**src/rtl/ps2_rx_frontend_pkg.sv**
```systemverilog
`timescale 1ns/1ps
`default_nettype none
// ============================================================================
// Module   : ps2_rx_frontend_pkg
// Brief    : Shared types and constants for the PS/2 receive front end:
//            deframer state encoding, prefix scancodes, FIFO entry layout
//            and the frame parity helper.
// Revision : 1.0 - initial release
// ============================================================================
package ps2_rx_frontend_pkg;

  // Deframer states
  typedef enum logic [1:0] {
    ST_IDLE   = 2'd0,
    ST_DATA   = 2'd1,
    ST_PARITY = 2'd2,
    ST_STOP   = 2'd3
  } ps2_state_t;

  // Scancode prefixes: key release and extended key
  localparam logic [7:0] PS2_BRK_CODE = 8'hF0;
  localparam logic [7:0] PS2_EXT_CODE = 8'hE0;

  // One FIFO entry: decoded flags plus the scancode itself
  typedef struct packed {
    logic       ext;
    logic       brk;
    logic [7:0] code;
  } ps2_entry_t;

  // PS/2 uses odd parity over the 8 data bits plus the parity bit
  function automatic logic odd_parity_ok(input logic [7:0] data, input logic par);
    return ^{data, par};
  endfunction

endpackage
`default_nettype wire

```
**src/rtl/ps2_sync_filter.sv**
```systemverilog
`timescale 1ns/1ps
`default_nettype none
// ============================================================================
// Module   : ps2_sync_filter
// Brief    : Two-flop synchronisers on the raw PS/2 clock and data pins,
//            a consecutive-sample glitch filter on the clock, and a one-cycle
//            pulse on each filtered falling edge.
// Revision : 1.0 - initial release
// ============================================================================
module ps2_sync_filter #(
  parameter int FILTER_LEN = 8
) (
  input  logic clk,
  input  logic rst,
  input  logic ps2_clk_in,
  input  logic ps2_dat_in,
  output logic clk_f,
  output logic dat_s,
  output logic fall
);

  localparam int                 c_cnt_w   = $clog2(FILTER_LEN);
  localparam logic [c_cnt_w-1:0] c_cnt_max = c_cnt_w'(FILTER_LEN - 1);

  logic [1:0]         r_clk_sync;
  logic [1:0]         r_dat_sync;
  logic [c_cnt_w-1:0] r_cnt;
  logic               r_clk_f;
  logic               r_fall;
  logic               w_differs;
  logic               w_flip;

  // The filtered clock flips on the FILTER_LEN-th consecutive differing sample
  assign w_differs = (r_clk_sync[1] != r_clk_f);
  assign w_flip    = w_differs && (r_cnt == c_cnt_max);

  // Two-flop synchronisers; idle bus level is high
  always_ff @(posedge clk or negedge rst) begin
    if (!rst) begin
      r_clk_sync <= 2'b11;
      r_dat_sync <= 2'b11;
    end else begin
      r_clk_sync <= {r_clk_sync[0], ps2_clk_in};
      r_dat_sync <= {r_dat_sync[0], ps2_dat_in};
    end
  end

  // Run-length glitch filter on the clock and falling-edge pulse
  always_ff @(posedge clk or negedge rst) begin
    if (!rst) begin
      r_cnt   <= '0;
      r_clk_f <= 1'b1;
      r_fall  <= 1'b0;
    end else begin
      if (!w_differs || w_flip) begin
        r_cnt <= '0;
      end else begin
        r_cnt <= r_cnt + 1'b1;
      end
      if (w_flip) begin
        r_clk_f <= ~r_clk_f;
      end
      r_fall <= w_flip && r_clk_f;
    end
  end

  assign clk_f = r_clk_f;
  assign dat_s = r_dat_sync[1];
  assign fall  = r_fall;

endmodule
`default_nettype wire

```
**src/rtl/ps2_rx_frontend.sv**
```systemverilog
`timescale 1ns/1ps
`default_nettype none
// ============================================================================
// Module   : ps2_rx_frontend
// Brief    : PS/2 device-to-host receive front end. Filters the pins,
//            deframes 11-bit frames with parity/stop/timeout checking and
//            queues good scancodes in a first-word-fall-through FIFO.
//            Optional macro PS2_BREAK_DECODE_EN folds F0/E0 prefixes into
//            brk/ext flags on the following scancode.
// Revision : 1.0 - initial release
// ============================================================================
module ps2_rx_frontend #(
  parameter int CLK_FREQ   = 100000000,
  parameter int FILTER_LEN = 8,
  parameter int TIMEOUT_US = 200,
  parameter int FIFO_AW    = 3
) (
  input  logic               clk,
  input  logic               rst,
  input  logic               ps2_clk_in,
  input  logic               ps2_dat_in,
  input  logic               rd_en,
  output logic [7:0]         code_o,
  output logic               valid_o,
  output logic [FIFO_AW:0]   count_o,
  output logic               brk_o,
  output logic               ext_o,
  output logic               frame_err_o,
  output logic               overflow_o,
  input  logic               clr_err
);

  import ps2_rx_frontend_pkg::*;

  localparam int                 c_timeout = CLK_FREQ / 1000000 * TIMEOUT_US;
  localparam int                 c_to_w    = $clog2(c_timeout + 1);
  localparam logic [c_to_w-1:0]  c_to_last = c_to_w'(c_timeout - 1);
  localparam int                 c_depth   = 1 << FIFO_AW;
  localparam logic [FIFO_AW:0]   c_full    = {1'b1, {FIFO_AW{1'b0}}};

  logic                w_clk_f;
  logic                w_dat;
  logic                w_fall_raw;
  logic                w_fall;

  ps2_state_t          r_state;
  logic [2:0]          r_bit_cnt;
  logic [7:0]          r_shift;
  logic                r_par_ok;
  logic [c_to_w-1:0]   r_to_cnt;
  logic                r_push_vld;
  ps2_entry_t          r_push_ent;
  logic                r_frame_err;
  logic                r_overflow;
`ifdef PS2_BREAK_DECODE_EN
  logic                r_pend_brk;
  logic                r_pend_ext;
`endif

  ps2_entry_t          r_mem [c_depth];
  logic [FIFO_AW-1:0]  r_wr_ptr;
  logic [FIFO_AW-1:0]  r_rd_ptr;
  logic [FIFO_AW:0]    r_count;
  ps2_entry_t          w_head;

  logic                w_timeout;
  logic                w_stop_fall;
  logic                w_frame_good;
  logic                w_err_set;
  logic                w_pop;
  logic                w_full;
  logic                w_push_ok;
  logic                w_ovf_set;

  ps2_sync_filter #(
    .FILTER_LEN (FILTER_LEN)
  ) u_sync_filter (
    .clk        (clk),
    .rst        (rst),
    .ps2_clk_in (ps2_clk_in),
    .ps2_dat_in (ps2_dat_in),
    .clk_f      (w_clk_f),
    .dat_s      (w_dat),
    .fall       (w_fall_raw)
  );

  // A falling edge is only honoured while the filtered clock actually reads low
  assign w_fall       = w_fall_raw & ~w_clk_f;
  assign w_timeout    = (r_state != ST_IDLE) && !w_fall && (r_to_cnt == c_to_last);
  assign w_stop_fall  = w_fall && (r_state == ST_STOP);
  assign w_frame_good = w_stop_fall && w_dat && r_par_ok;
  assign w_err_set    = w_timeout || (w_stop_fall && !(w_dat && r_par_ok));

  // Deframer: advances on filtered falling edges, aborts on inter-edge timeout
  always_ff @(posedge clk or negedge rst) begin
    if (!rst) begin
      r_state    <= ST_IDLE;
      r_bit_cnt  <= '0;
      r_shift    <= '0;
      r_par_ok   <= 1'b0;
      r_push_vld <= 1'b0;
      r_push_ent <= '0;
`ifdef PS2_BREAK_DECODE_EN
      r_pend_brk <= 1'b0;
      r_pend_ext <= 1'b0;
`endif
    end else begin
      r_push_vld <= 1'b0;
      if (w_timeout) begin
        r_state <= ST_IDLE;
`ifdef PS2_BREAK_DECODE_EN
        r_pend_brk <= 1'b0;
        r_pend_ext <= 1'b0;
`endif
      end else if (w_fall) begin
        unique case (r_state)
          ST_IDLE: begin
            // A high data line here is a spurious edge, not a start bit
            if (!w_dat) begin
              r_state   <= ST_DATA;
              r_bit_cnt <= '0;
            end
          end
          ST_DATA: begin
            r_shift   <= {w_dat, r_shift[7:1]};
            r_bit_cnt <= r_bit_cnt + 3'd1;
            if (r_bit_cnt == 3'd7) begin
              r_state <= ST_PARITY;
            end
          end
          ST_PARITY: begin
            r_par_ok <= odd_parity_ok(r_shift, w_dat);
            r_state  <= ST_STOP;
          end
          ST_STOP: begin
            r_state <= ST_IDLE;
`ifdef PS2_BREAK_DECODE_EN
            if (w_frame_good) begin
              if (r_shift == PS2_BRK_CODE) begin
                r_pend_brk <= 1'b1;
              end else if (r_shift == PS2_EXT_CODE) begin
                r_pend_ext <= 1'b1;
              end else begin
                r_push_vld <= 1'b1;
                r_push_ent <= '{ext: r_pend_ext, brk: r_pend_brk, code: r_shift};
                r_pend_brk <= 1'b0;
                r_pend_ext <= 1'b0;
              end
            end else begin
              r_pend_brk <= 1'b0;
              r_pend_ext <= 1'b0;
            end
`else
            if (w_frame_good) begin
              r_push_vld <= 1'b1;
              r_push_ent <= '{ext: 1'b0, brk: 1'b0, code: r_shift};
            end
`endif
          end
          default: r_state <= ST_IDLE;
        endcase
      end
    end
  end

  // Inter-edge gap counter, idle outside a frame
  always_ff @(posedge clk or negedge rst) begin
    if (!rst) begin
      r_to_cnt <= '0;
    end else if ((r_state == ST_IDLE) || w_fall) begin
      r_to_cnt <= '0;
    end else begin
      r_to_cnt <= r_to_cnt + 1'b1;
    end
  end

  // FIFO control: pop is considered first, so a full FIFO accepts a push alongside a pop
  assign w_pop     = rd_en && (r_count != '0);
  assign w_full    = (r_count == c_full);
  assign w_push_ok = r_push_vld && (!w_full || w_pop);
  assign w_ovf_set = r_push_vld && w_full && !w_pop;

  // Sticky error flags; a new error outranks a simultaneous clear
  always_ff @(posedge clk or negedge rst) begin
    if (!rst) begin
      r_frame_err <= 1'b0;
      r_overflow  <= 1'b0;
    end else begin
      if (w_err_set) begin
        r_frame_err <= 1'b1;
      end else if (clr_err) begin
        r_frame_err <= 1'b0;
      end
      if (w_ovf_set) begin
        r_overflow <= 1'b1;
      end else if (clr_err) begin
        r_overflow <= 1'b0;
      end
    end
  end

  // FIFO pointers and occupancy
  always_ff @(posedge clk or negedge rst) begin
    if (!rst) begin
      r_wr_ptr <= '0;
      r_rd_ptr <= '0;
      r_count  <= '0;
    end else begin
      if (w_push_ok) begin
        r_wr_ptr <= r_wr_ptr + 1'b1;
      end
      if (w_pop) begin
        r_rd_ptr <= r_rd_ptr + 1'b1;
      end
      case ({w_push_ok, w_pop})
        2'b10:   r_count <= r_count + 1'b1;
        2'b01:   r_count <= r_count - 1'b1;
        default: r_count <= r_count;
      endcase
    end
  end

  // FIFO storage; contents are only observed through the valid-gated head
  always_ff @(posedge clk) begin
    if (w_push_ok) begin
      r_mem[r_wr_ptr] <= r_push_ent;
    end
  end

  assign w_head      = r_mem[r_rd_ptr];
  assign valid_o     = (r_count != '0);
  assign code_o      = valid_o ? w_head.code : 8'h00;
  assign brk_o       = valid_o & w_head.brk;
  assign ext_o       = valid_o & w_head.ext;
  assign count_o     = r_count;
  assign frame_err_o = r_frame_err;
  assign overflow_o  = r_overflow;

endmodule
`default_nettype wire
```
**config.mk**
```make
export PLATFORM = sky130hd
export DESIGN_NAME = ps2_rx_frontend
export DESIGN_NICKNAME = d
export VERILOG_FILES = /design/src/rtl/ps2_rx_frontend_pkg.sv /design/src/rtl/ps2_sync_filter.sv /design/src/rtl/ps2_rx_frontend.sv
export SDC_FILE = /design/constraint.sdc
export NUM_CORES = 1
export LEC_CHECK = 0
export CAP_MARGIN = 20
export CORE_ASPECT_RATIO = 0.5
export CORE_MARGIN = 10
export CORE_UTILIZATION = 52
export CTS_BUF_LIST = sky130_fd_sc_hd__clkbuf_2
export CTS_CLUSTER_DIAMETER = 80
export CTS_CLUSTER_SIZE = 20
export DETAILED_ROUTE_END_ITERATION = 10
export HOLD_SLACK_MARGIN = 0.06
export PLACE_DENSITY = 0.7
export SETUP_SLACK_MARGIN = 0.05
export SKIP_LAST_GASP = 1
export SYNTH_ARGS = -nofsm -noshare
export SYNTH_HDL_FRONTEND = slang
export SYNTH_SLANG_ARGS = --single-unit
```
**constraint.sdc**
```tcl
create_clock -name clk -period 4 [get_ports clk]
set_input_delay 0.6 -clock clk [delete_from_list [all_inputs] [get_ports clk]]
set_output_delay 0.6 -clock clk [all_outputs]
set_load 0.02 [all_outputs]
```
Routed clock nets over the placement:
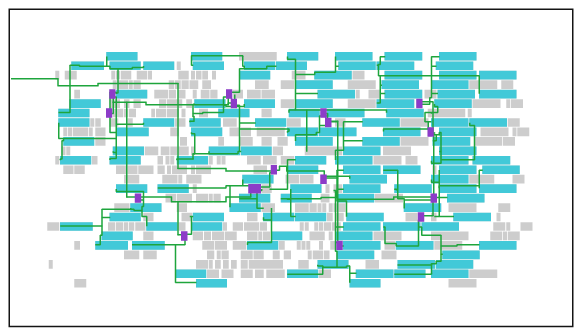
legend:
  purple:
    item: clock drivers
    count: 17
  cyan:
    item: flip-flops
    count: 123
  green:
    item: clock wires
    length: 1,360 um
routed clock nets: 18
clock group share of total power: 36.8%
skew final: 0.0321 ns
power dissipated in the clock network: 0.000918 W

Pin placement:
Pins as bars across the die edge, other pins in gray.
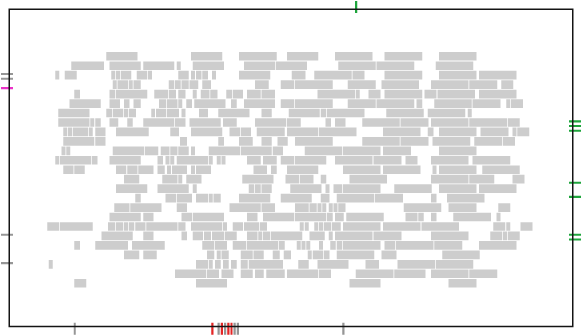
legend:
  red:
    port: count_o
    pins: 4
    direction: output
    edge: bottom
  green:
    port: code_o
    pins: 8
    direction: output
    edge: 7 right, 1 top
  magenta:
    port: ps2_dat_in
    pins: 1
    direction: input
    edge: left
all pins by edge: 10 bottom, 7 right, 5 left, 1 top
Chip Height: 90.8 um
number of buffers added on ports: 20
die width: 162 um

Nets reached from selected ports:
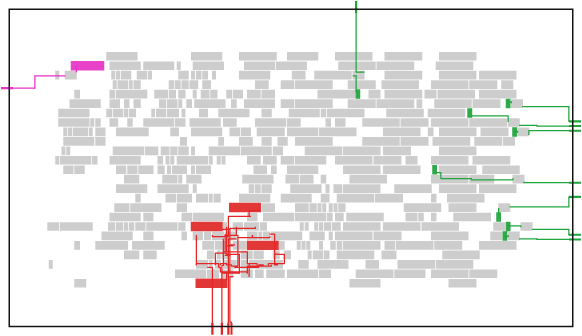
legend:
  magenta:
    port: ps2_dat_in
    direction: input
    edge: left
    end_cells: 1
    buffers: 1
    wire: 21.1 um
  green:
    port: code_o
    direction: output
    edge: 7 right, 1 top
    end_cells: 8
    buffers: 8
    wire: 182 um
  red:
    port: count_o
    direction: output
    edge: bottom
    end_cells: 4
    buffers: 4
    wire: 286 um
ports placed on the boundary: 23

## what timing repair did
action / CTS / global route
gates resized: 0 / 0
endpoints found under the hold margin: 21 / 0
hold buffers: 1 / 0
## cell families (layout without fill, tap and decap cells)
kind of cell	after synthesis	count (layout)
compound gates	24	24
xor+xnor	25	25
fa+ha+maj	13	13
buf+inv	16	63
flops	123	123
mux	43	43
other cells	1	2
simple gates	97	97
## power by group through the flow
stage	Clock (W)	Combinational [W]	Sequential [W]
5_1_grt	0.000995	0.000200	0.00142
3_3_place_gp	0	0.000155	0.00143
2_1_floorplan	0	0.000131	0.00143
3_5_place_dp	0	0.000168	0.00144
6_report	0.000918	0.000167	0.00141
4_1_cts	0.000941	0.000171	0.00141
==> flow_summary.html <==
<p>Metrics extracted from the flow reports.</p>
<table>
<tr><th>Metric</th><th>Value</th></tr>
<tr><th colspan="2">Run status</th></tr>
<tr><td>Status</td><td>complete, no violations</td></tr>
<tr><th colspan="2">Synth</th></tr>
<tr><td>XORs/XNORs by Area</td><td>4.46%</td></tr>
<tr><td>Number of unique standard cell types used by synthesis</td><td>51</td></tr>
<tr><td>Netlist area before placement</td><td>5220 um^2</td></tr>
<tr><td>Top cell area share</td><td>36.8%</td></tr>
<tr><td>Mux cell area share after synthesis</td><td>12.5%</td></tr>
<tr><td>Cell taking the most area after synthesis</td><td>sky130_fd_sc_hd__edfxtp_1</td></tr>
<tr><th colspan="2">Worst setup path</th></tr>
<tr><td>Capturing element type of the critical path</td><td>output port</td></tr>
<tr><td>Max Fanout on Critical Path</td><td>10</td></tr>
<tr><td>Standard cell with the maximum stage delay on the critical path</td><td>sky130_fd_sc_hd__dfrtp_1</td></tr>
<tr><td>Critical path startpoint</td><td>r_rd_ptr[0]$_DFFE_PN0N_</td></tr>
<tr><td>Worst path required time</td><td>3.40 ns</td></tr>
<tr><td>CP cell instances</td><td>buf_12 -&gt; mux4_2 -&gt; mux2i_1 -&gt; nor2_1 -&gt; clkdlybuf4s50_1</td></tr>
<tr><th colspan="2">Global routing</th></tr>
<tr><td>Met2 global-route usage</td><td>21.6%</td></tr>
<tr><td>Wire length of the first global-routing pass</td><td>15.4 mm</td></tr>
<tr><th colspan="2">Final layout</th></tr>
<tr><td>Inserted Diodes</td><td>0</td></tr>
<tr><td>Proportion of layout cells with a drive suffix above 1</td><td>22.1%</td></tr>
<tr><td>Most instantiated logic cells after routing</td><td>64 x sky130_fd_sc_hd__edfxtp_1, 54 x sky130_fd_sc_hd__dfrtp_1, 30 x sky130_fd_sc_hd__nor2_1, 23 x sky130_fd_sc_hd__nand2_1</td></tr>
<tr><td>Fraction of area in multi-input gates</td><td>29.6%</td></tr>
<tr><td>Count of fill cells added during filler insertion</td><td>714</td></tr>
<tr><th colspan="2">CTS</th></tr>
<tr><td>Number of CTS-inserted buffers</td><td>17</td></tr>
<tr><td>Clock tree from TritonCTS</td><td>built</td></tr>
<tr><th colspan="2">Route</th></tr>
<tr><td>Number of remaining DRC errors</td><td>0</td></tr>
<tr><td>Detailed-routing iteration count for the pre-antenna-repair pass</td><td>4</td></tr>
<tr><td>Via density per instance</td><td>5.43</td></tr>
<tr><td>Routed Antenna Nets</td><td>0</td></tr>
<tr><th colspan="2">Placed design</th></tr>
<tr><td>Worst setup slack before clock tree synthesis</td><td>1.17 ns</td></tr>
<tr><td># placed instances</td><td>492</td></tr>
<tr><td>Placed wire-length estimate after detailed placement</td><td>6.12 mm</td></tr>
<tr><th colspan="2">Power</th></tr>
<tr><td>Internal power consumption</td><td>0.00186 W</td></tr>
<tr><td>Net switching component of the power</td><td>0.000636 W</td></tr>
<tr><td>Sequential cell fraction of total power</td><td>56.5%</td></tr>
<tr><td>Peak supply drop</td><td>217 uV</td></tr>
<tr><th colspan="2">Timing</th></tr>
<tr><td>Tmin final</td><td>3.55 ns</td></tr>
</table>
Power is estimated from default activity; no workload was simulated.
